--- config.mk ---
export PLATFORM = sky130hd
export DESIGN_NAME = ipsxe_floating_point_fl2fl_classify_v2_0
export DESIGN_NICKNAME = d
export VERILOG_FILES = /design/src/rtl/ipsxe_floating_point_fl2fl_classify_v2_0.sv
export SDC_FILE = /design/constraint.sdc
export NUM_CORES = 1
export LEC_CHECK = 0
export CORE_ASPECT_RATIO = 0.5
export CORE_UTILIZATION = 29
export CTS_CLUSTER_SIZE = 28
export DETAILED_ROUTE_END_ITERATION = 6
export HOLD_SLACK_MARGIN = 0.02
export PLACE_DENSITY_LB_ADDON = 0.15
export SYNTH_ARGS = -nofsm -noshare
export SYNTH_HDL_FRONTEND = slang
export SYNTH_SLANG_ARGS = --single-unit
export TNS_END_PERCENT = 1
--- constraint.sdc ---
create_clock -name i_aclk -period 6.1 [get_ports i_aclk]
set_input_delay 0.915 -clock i_aclk [delete_from_list [all_inputs] [get_ports i_aclk]]
set_output_delay 0.915 -clock i_aclk [all_outputs]
set_load 0.02 [all_outputs]
--- src/rtl/ipsxe_floating_point_fl2fl_classify_v2_0.sv ---
// ipsxe_floating_point_fl2fl_classify_v2_0
// Two-stage, multi-lane classifier for packed IEEE-style operands feeding the
// fl2fl rounding/packing stage. Each lane is split into sign, class, unbiased
// exponent and fraction. The block also raises target-format overflow/underflow
// flags and keeps sticky exception flags.
// Optional feature macro: IPSXE_FLT_FL2FL_SUBNORM_EN. When it is defined,
// subnormals are normalised. When it is undefined, they are flushed to zero.
module ipsxe_floating_point_fl2fl_classify_v2_0 #(
    parameter int FLOAT_IN_EXP  = 8,
    parameter int FLOAT_IN_FRAC = 24,
    parameter int FLOAT_OUT_EXP = 11,
    parameter int CHANNELS      = 2
) (
    input  logic                                            i_aclk,
    input  logic                                            i_areset,
    input  logic                                            i_aclken,
    input  logic                                            s_axis_tvalid,
    output logic                                            s_axis_tready,
    input  logic [CHANNELS*(FLOAT_IN_EXP+FLOAT_IN_FRAC)-1:0] s_axis_tdata,
    output logic                                            m_axis_tvalid,
    input  logic                                            m_axis_tready,
    output logic [CHANNELS-1:0]                             m_sign,
    output logic [3*CHANNELS-1:0]                           m_class,
    output logic [(FLOAT_IN_EXP+2)*CHANNELS-1:0]            m_exp,
    output logic [(FLOAT_IN_FRAC-1)*CHANNELS-1:0]           m_frac,
    output logic [CHANNELS-1:0]                             m_overflow,
    output logic [CHANNELS-1:0]                             m_underflow,
    output logic [CHANNELS-1:0]                             m_invalid,
    input  logic                                            i_flag_clr,
    output logic [3:0]                                      o_sticky_flags
);

    localparam int IW       = FLOAT_IN_EXP + FLOAT_IN_FRAC;
    localparam int EW       = FLOAT_IN_EXP + 2;
    localparam int FW       = FLOAT_IN_FRAC - 1;
    localparam int BIAS_IN  = 2**(FLOAT_IN_EXP-1) - 1;
    localparam int BIAS_OUT = 2**(FLOAT_OUT_EXP-1) - 1;
    localparam logic FLAGS_EN = (FLOAT_IN_EXP > FLOAT_OUT_EXP);
    localparam logic [31:0] OVF_TH = 32'(BIAS_IN + BIAS_OUT);
    localparam logic [31:0] UNF_TH = 32'(BIAS_IN - BIAS_OUT + 1);
`ifdef IPSXE_FLT_FL2FL_SUBNORM_EN
    localparam int LZW = $clog2(FW + 1);
`endif

    typedef enum logic [2:0] {
        CLS_ZERO = 3'd0,
        CLS_SUB  = 3'd1,
        CLS_NORM = 3'd2,
        CLS_INF  = 3'd3,
        CLS_QNAN = 3'd4,
        CLS_SNAN = 3'd5
    } cls_t;

    logic                    advance;
    logic                    handshake;
    logic                    s1_valid;
    logic                    s2_valid;

    logic [CHANNELS-1:0]     in_sign;
    logic [FLOAT_IN_EXP-1:0] in_exp  [CHANNELS];
    logic [FW-1:0]           in_frac [CHANNELS];
    cls_t                    in_cls  [CHANNELS];

    logic [CHANNELS-1:0]     s1_sign;
    logic [FLOAT_IN_EXP-1:0] s1_exp  [CHANNELS];
    logic [FW-1:0]           s1_frac [CHANNELS];
    cls_t                    s1_cls  [CHANNELS];

`ifdef IPSXE_FLT_FL2FL_SUBNORM_EN
    logic [LZW-1:0]          in_lzc  [CHANNELS];
    logic [LZW-1:0]          s1_lzc  [CHANNELS];
`endif

    logic [CHANNELS-1:0]     n_sign;
    cls_t                    n_cls   [CHANNELS];
    logic [EW-1:0]           n_exp   [CHANNELS];
    logic [FW-1:0]           n_frac  [CHANNELS];
    logic [CHANNELS-1:0]     n_ovf;
    logic [CHANNELS-1:0]     n_unf;
    logic [CHANNELS-1:0]     n_inv;
    logic [CHANNELS-1:0]     n_flush;

    logic [CHANNELS-1:0]     s2_flush;
    logic [3:0]              sticky;

    // The whole pipeline moves together: it advances when the output is free or being taken.
    assign advance        = i_aclken & ~i_areset & (~s2_valid | m_axis_tready);
    assign handshake      = s2_valid & m_axis_tready & i_aclken;
    assign s_axis_tready  = advance;
    assign m_axis_tvalid  = s2_valid;
    assign o_sticky_flags = sticky;

    // Split each incoming lane into its fields and classify it.
    always_comb begin
        for (int unsigned k = 0; k < CHANNELS; k++) begin
            in_sign[k] = s_axis_tdata[k*IW + IW - 1];
            in_exp[k]  = s_axis_tdata[k*IW + FW +: FLOAT_IN_EXP];
            in_frac[k] = s_axis_tdata[k*IW +: FW];
            in_cls[k]  = CLS_NORM;
            if (&in_exp[k]) begin
                if (in_frac[k] == '0)
                    in_cls[k] = CLS_INF;
                else if (in_frac[k][FW-1])
                    in_cls[k] = CLS_QNAN;
                else
                    in_cls[k] = CLS_SNAN;
            end else if (in_exp[k] == '0) begin
                in_cls[k] = (in_frac[k] == '0) ? CLS_ZERO : CLS_SUB;
            end
        end
    end

`ifdef IPSXE_FLT_FL2FL_SUBNORM_EN
    // Leading-zero count of the fraction. The highest set bit wins because it is assigned last.
    always_comb begin
        for (int unsigned k = 0; k < CHANNELS; k++) begin
            in_lzc[k] = LZW'(FW);
            for (int unsigned b = 0; b < FW; b++) begin
                if (in_frac[k][b])
                    in_lzc[k] = LZW'(FW - 1 - b);
            end
        end
    end
`endif

    // Stage 1 register: decoded lane fields and the stage-valid bit.
    always_ff @(posedge i_aclk or posedge i_areset) begin
        if (i_areset) begin
            s1_valid <= 1'b0;
            s1_sign  <= '0;
            for (int unsigned k = 0; k < CHANNELS; k++) begin
                s1_exp[k]  <= '0;
                s1_frac[k] <= '0;
                s1_cls[k]  <= CLS_ZERO;
`ifdef IPSXE_FLT_FL2FL_SUBNORM_EN
                s1_lzc[k]  <= '0;
`endif
            end
        end else if (advance) begin
            s1_valid <= s_axis_tvalid;
            s1_sign  <= in_sign;
            for (int unsigned k = 0; k < CHANNELS; k++) begin
                s1_exp[k]  <= in_exp[k];
                s1_frac[k] <= in_frac[k];
                s1_cls[k]  <= in_cls[k];
`ifdef IPSXE_FLT_FL2FL_SUBNORM_EN
                s1_lzc[k]  <= in_lzc[k];
`endif
            end
        end
    end

    // Per-class exponent/fraction shaping and the target-range flags.
    always_comb begin
        for (int unsigned k = 0; k < CHANNELS; k++) begin
            n_sign[k]  = s1_sign[k];
            n_cls[k]   = s1_cls[k];
            n_exp[k]   = '0;
            n_frac[k]  = s1_frac[k];
            n_ovf[k]   = 1'b0;
            n_unf[k]   = 1'b0;
            n_inv[k]   = 1'b0;
            n_flush[k] = 1'b0;
            case (s1_cls[k])
                CLS_NORM: begin
                    n_exp[k] = EW'(s1_exp[k]) - EW'(BIAS_IN);
                    n_ovf[k] = FLAGS_EN & (32'(s1_exp[k]) > OVF_TH);
                    n_unf[k] = FLAGS_EN & (32'(s1_exp[k]) < UNF_TH);
                end
                CLS_SUB: begin
`ifdef IPSXE_FLT_FL2FL_SUBNORM_EN
                    n_exp[k]  = EW'(1 - BIAS_IN) - EW'(s1_lzc[k]) - EW'(1);
                    n_frac[k] = (s1_frac[k] << s1_lzc[k]) << 1;
                    n_unf[k]  = FLAGS_EN;
`else
                    n_cls[k]   = CLS_ZERO;
                    n_frac[k]  = '0;
                    n_flush[k] = 1'b1;
`endif
                end
                CLS_QNAN: begin
                    n_sign[k] = 1'b0;
                end
                CLS_SNAN: begin
                    n_sign[k] = 1'b0;
                    n_inv[k]  = 1'b1;
                end
                default: begin
                end
            endcase
        end
    end

    // Stage 2 register: drives the output ports directly.
    always_ff @(posedge i_aclk or posedge i_areset) begin
        if (i_areset) begin
            s2_valid    <= 1'b0;
            m_sign      <= '0;
            m_class     <= '0;
            m_exp       <= '0;
            m_frac      <= '0;
            m_overflow  <= '0;
            m_underflow <= '0;
            m_invalid   <= '0;
            s2_flush    <= '0;
        end else if (advance) begin
            s2_valid    <= s1_valid;
            m_sign      <= n_sign;
            m_overflow  <= n_ovf;
            m_underflow <= n_unf;
            m_invalid   <= n_inv;
            s2_flush    <= n_flush;
            for (int unsigned k = 0; k < CHANNELS; k++) begin
                m_class[3*k +: 3]  <= n_cls[k];
                m_exp[k*EW +: EW]  <= n_exp[k];
                m_frac[k*FW +: FW] <= n_frac[k];
            end
        end
    end

    // Sticky {invalid, overflow, underflow, flush}. A beat taken in the same cycle as a clear still leaves its flags set.
    always_ff @(posedge i_aclk or posedge i_areset) begin
        if (i_areset) begin
            sticky <= '0;
        end else if (i_aclken) begin
            if (handshake)
                sticky <= (i_flag_clr ? 4'b0000 : sticky) |
                          {|m_invalid, |m_overflow, |m_underflow, |s2_flush};
            else if (i_flag_clr)
                sticky <= '0;
        end
    end

endmodule

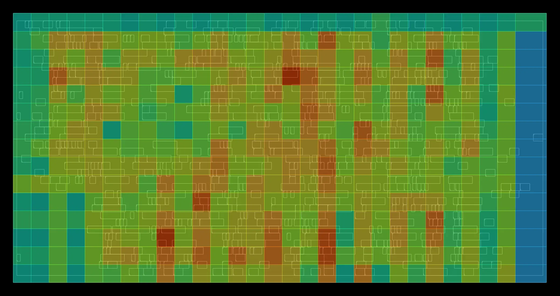
Fig. 1. Congestion heat map.
global-route track usage on met3: 3.71%
most congested layer reported by global routing: met2
average wire per standard cell: 15.0 µm
Global Route met2 Usage: 23.7%
GR Layer Usage met1: 20.7%

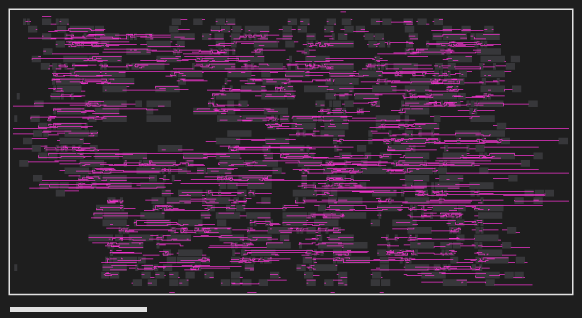
Fig. 2. The metal 1 layer.
The bar under the picture is 50 µm long.
wire length on this layer	7350 µm
longest straight run	83.7 µm
vias post-DR: 4617
Detailed Route WL: 15300 µm

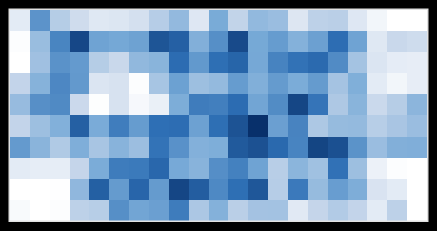
Fig. 3. Signal metal coverage by tile.
21 x 10 tiles, from white (low) to dark blue (high), scaled to the fullest tile. Values are wire area over tile area, all layers added.
tiles over half the peak	41%
mean over tiles	0.11
fullest tile	0.25
nearly empty tiles	7.1%
global routing usage summed across all routing layers: 15.1%

==> results.sh <==
# physical design summary
export IMPL_rr_startpoint="m_axis_tvalid"
export IMPL_final_min_period_over_clock_period_pct=57.4
export IMPL_total_placed_cells_including_tap_cells=986
export IMPL_final_net_count=811
export IMPL_final_signal_inverter_count=9
export IMPL_hold_path_cell_count=2
export IMPL_worst_r2r_setup_slack_ps=3420
export IMPL_power_clock_uw=992
export IMPL_clk_transition_reported_paths_ps=60
export IMPL_worst_endpoint_required_ps=6390
export IMPL_pwr_share_comb_pct=26.2
export IMPL_worst_clock_skew_ps=13.6
export IMPL_synth_yosys_warnings=0
export IMPL_antenna_found_initial=0
export IMPL_floorplan_tapcells=266
export IMPL_cts_root_buffer="sky130_fd_sc_hd__clkbuf_16"
export IMPL_cp_startpoint="i_areset"
export IMPL_antenna_violating_nets_post_route=0
export IMPL_cp_slowest_cell="sky130_fd_sc_hd__buf_4"
export IMPL_floorplan_die_width_um=205
export IMPL_crit_arrival_ps=3790
export IMPL_crit_path_max_incr_delay_ps=860
export IMPL_hold_path_class="reg -> reg"
export IMPL_top_cell_category="sequential cells"
export IMPL_power_total_uw=3210
export IMPL_max_cap_violations=0
export IMPL_tritoncts_num_sinks=150
export IMPL_synthCells=597
export IMPL_buffer_ports_inserted=149
export IMPL_crit_path_frequent_cell="sky130_fd_sc_hd__buf_4"
export IMPL_tritoncts="done"
export IMPL_overflow=0
export IMPL_leading_power_group="sequential cells"
export IMPL_hold_path_startpoint="s1_frac[28]"
export IMPL_cts_buffers=17
export IMPL_share_of_total_power_in_the_clock_network_pct=30.9
export IMPL_comb_area_um2=2040
export IMPL_flop_count=150
export IMPL_non_clock_buffer_count=155
export IMPL_floorplan_die_height_um=104
export IMPL_max_slew_margin_pct=31.5
export IMPL_detailedPlacementHpwl_um=10700
export IMPL_syn_avg_cell_area_um2=10.0
export IMPL_setup_violations_final=0
export IMPL_clock_cell_share_pct=6.84
export IMPL_fp_row_count=36
export IMPL_share_of_synthesized_cell_area_in_and_or_nand_and_nor_gates_pct=19.8
export IMPL_placeableCoreArea_um2=19800
export IMPL_sequentialPower_uw=1370
export IMPL_ys_seq_share_pct=62.7
export IMPL_first_pass_iters=4
export IMPL_layout_core_utilization_pct=41.7
export IMPL_power_per_cell_area_nw_per_um2=388
export IMPL_final_hold_viol_count=0
export IMPL_pin_count_of_the_biggest_net_entering_global_routing=120
export IMPL_crit_type="in -> reg"
export IMPL_largest_registers="m_frac: 46 flops, s1_frac: 46 flops, m_exp: 18 flops"
export IMPL_final_max_slew_violation_count=0
export IMPL_register_area_um2=3750
export IMPL_timing_critical_path_to_type="register"
export IMPL_cts_htree_levels=4
export IMPL_layout_clock_buffers=19
export IMPL_place_worst_setup_slack_ps=2140
export IMPL_cts_setup_buffers=0
export IMPL_fillCellCount=1941
export IMPL_synth_compound_gate_area_share_pct=11.5
export IMPL_seq_cell_share_pct=45.4
export IMPL_grt_first_pass_wirelength_um=24800
export IMPL_crit_reg2reg_capture="m_frac[3]"
export IMPL_final_min_clock_period_ps=3500
export IMPL_cts_repair_resized=0
export IMPL_internal_power_uw=2190
export IMPL_whs_ps=473
export IMPL_synthToLayoutAreaGrowth_pct=38.1
export IMPL_timing_critical_path_depth=8
export IMPL_seq_power_share_pct=42.9
export IMPL_worst_r2r_cell_count=7
export IMPL_initial_drc_count=227
export IMPL_crit_end="m_frac[3]"
export IMPL_ys_flops=150
export IMPL_vdd_ir_drop_worst_uv=172
export IMPL_path_delay_family="buffers and inverters"
export IMPL_mostFrequentLayoutCell="sky130_fd_sc_hd__nand2_1"
export IMPL_io_pins=156
export IMPL_finish_instance_area_um2=8270
export IMPL_clock_latency_late_pin_ps=420
export IMPL_grt_setup_unrepaired="false"
export IMPL_comb_share_pct=24.7
export IMPL_remaining_drc_errors=0
export IMPL_fmax_mhz=286
export IMPL_first_global_vias=4565
export IMPL_critical_path_startpoint_type="input pin"
export IMPL_synth_distinct_cells=29
export IMPL_synth_cell_area_um2=5980
export IMPL_timing_critical_path_cells="clkdlybuf4s50_1 > and2b_2 > o21ai_4 > buf_4 > buf_4 > a31oi_2 > buf_4 > a22o_1"
export IMPL_status="completed"
export IMPL_synth_cells_yosys=597
export IMPL_globalplace_congestion=0.778
export IMPL_chipArea_um2=21200
export IMPL_placed_cell_area_um2=7700
export IMPL_clk_path_buf_depth=2
export IMPL_layout_cells_most_common_list="235 x sky130_fd_sc_hd__nand2_1, 150 x sky130_fd_sc_hd__dfrtp_1, 149 x sky130_fd_sc_hd__clkdlybuf4s50_1"
export IMPL_leakagePower_uw=0.00378
export IMPL_worst_path_buf_inv=4
export IMPL_layout_buffer_nonclock_area_share_pct=18.6
export IMPL_initial_core_utilization_pct=30.2
export IMPL_layoutNonFillerInstCount=1018
export IMPL_mux_share_pct=0
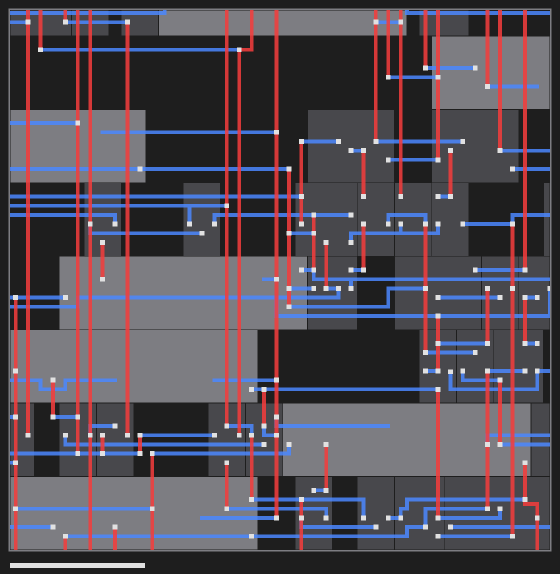
Fig. 4. Zoomed window.
The bar under the picture is 5 µm long. Region (144, 68) to (164, 88) µm. Cells in grey, sequential cells in the stronger grey; small squares are vias.
colour	layer
red	met2
blue	met1
most frequent	nand2_1 (11), dfrtp_1 (5), nor2_1 (4)
cells with their middle in the window	28
sequential cells in the window	5
netlist names of flops here include	s1_exp (5)

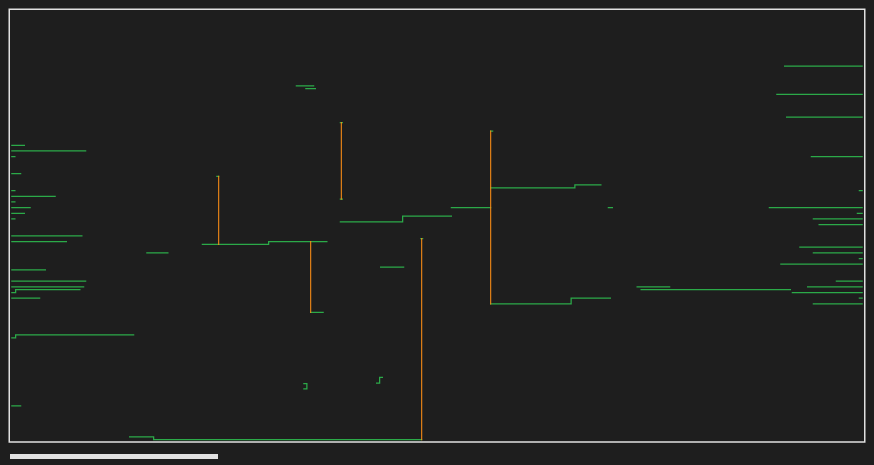
Fig. 5. Signal wires by layer.
The bar under the picture is 50 µm long. Only two layers are drawn.
colour	layer	wire length
orange	met4	141 µm
green	met3	650 µm

[synth_stat cells]
master	count	area share, %
sky130_fd_sc_hd__nor3_1	3	0.25
sky130_fd_sc_hd__inv_2	1	0.063
sky130_fd_sc_hd__dfrtp_1	150	63
sky130_fd_sc_hd__a31oi_1	3	0.31
sky130_fd_sc_hd__or3_1	2	0.21
sky130_fd_sc_hd__o2111ai_1	1	0.15
sky130_fd_sc_hd__nor2_1	21	1.3
sky130_fd_sc_hd__o21ai_0	35	2.9
sky130_fd_sc_hd__xor2_1	6	0.88
sky130_fd_sc_hd__buf_2	16	1.3
sky130_fd_sc_hd__a211oi_1	1	0.13
sky130_fd_sc_hd__a21o_1	1	0.13
sky130_fd_sc_hd__conb_1	1	0.063
sky130_fd_sc_hd__a31oi_2	1	0.21
sky130_fd_sc_hd__ha_1	2	0.42
sky130_fd_sc_hd__nand3_1	7	0.59
sky130_fd_sc_hd__nand4_1	8	0.84
sky130_fd_sc_hd__xnor2_1	6	0.88
sky130_fd_sc_hd__clkbuf_1	12	0.75
sky130_fd_sc_hd__and2b_2	1	0.15
sky130_fd_sc_hd__inv_1	8	0.50
sky130_fd_sc_hd__o31ai_2	1	0.21
sky130_fd_sc_hd__o21ai_2	1	0.15
sky130_fd_sc_hd__or4_1	5	0.63
sky130_fd_sc_hd__buf_4	8	1.0
sky130_fd_sc_hd__nor4_1	10	1.0
sky130_fd_sc_hd__a22o_1	50	7.3
sky130_fd_sc_hd__nand2_1	235	15
sky130_fd_sc_hd__clkbuf_2	1	0.084
[routing by layer]
metal | wire [µm] | share of wire [%]
met1 | 7350 | 48
met2 | 7140 | 47
met3 | 650 | 4.3
met4 | 141 | 0.92
met5 | 0 | 0
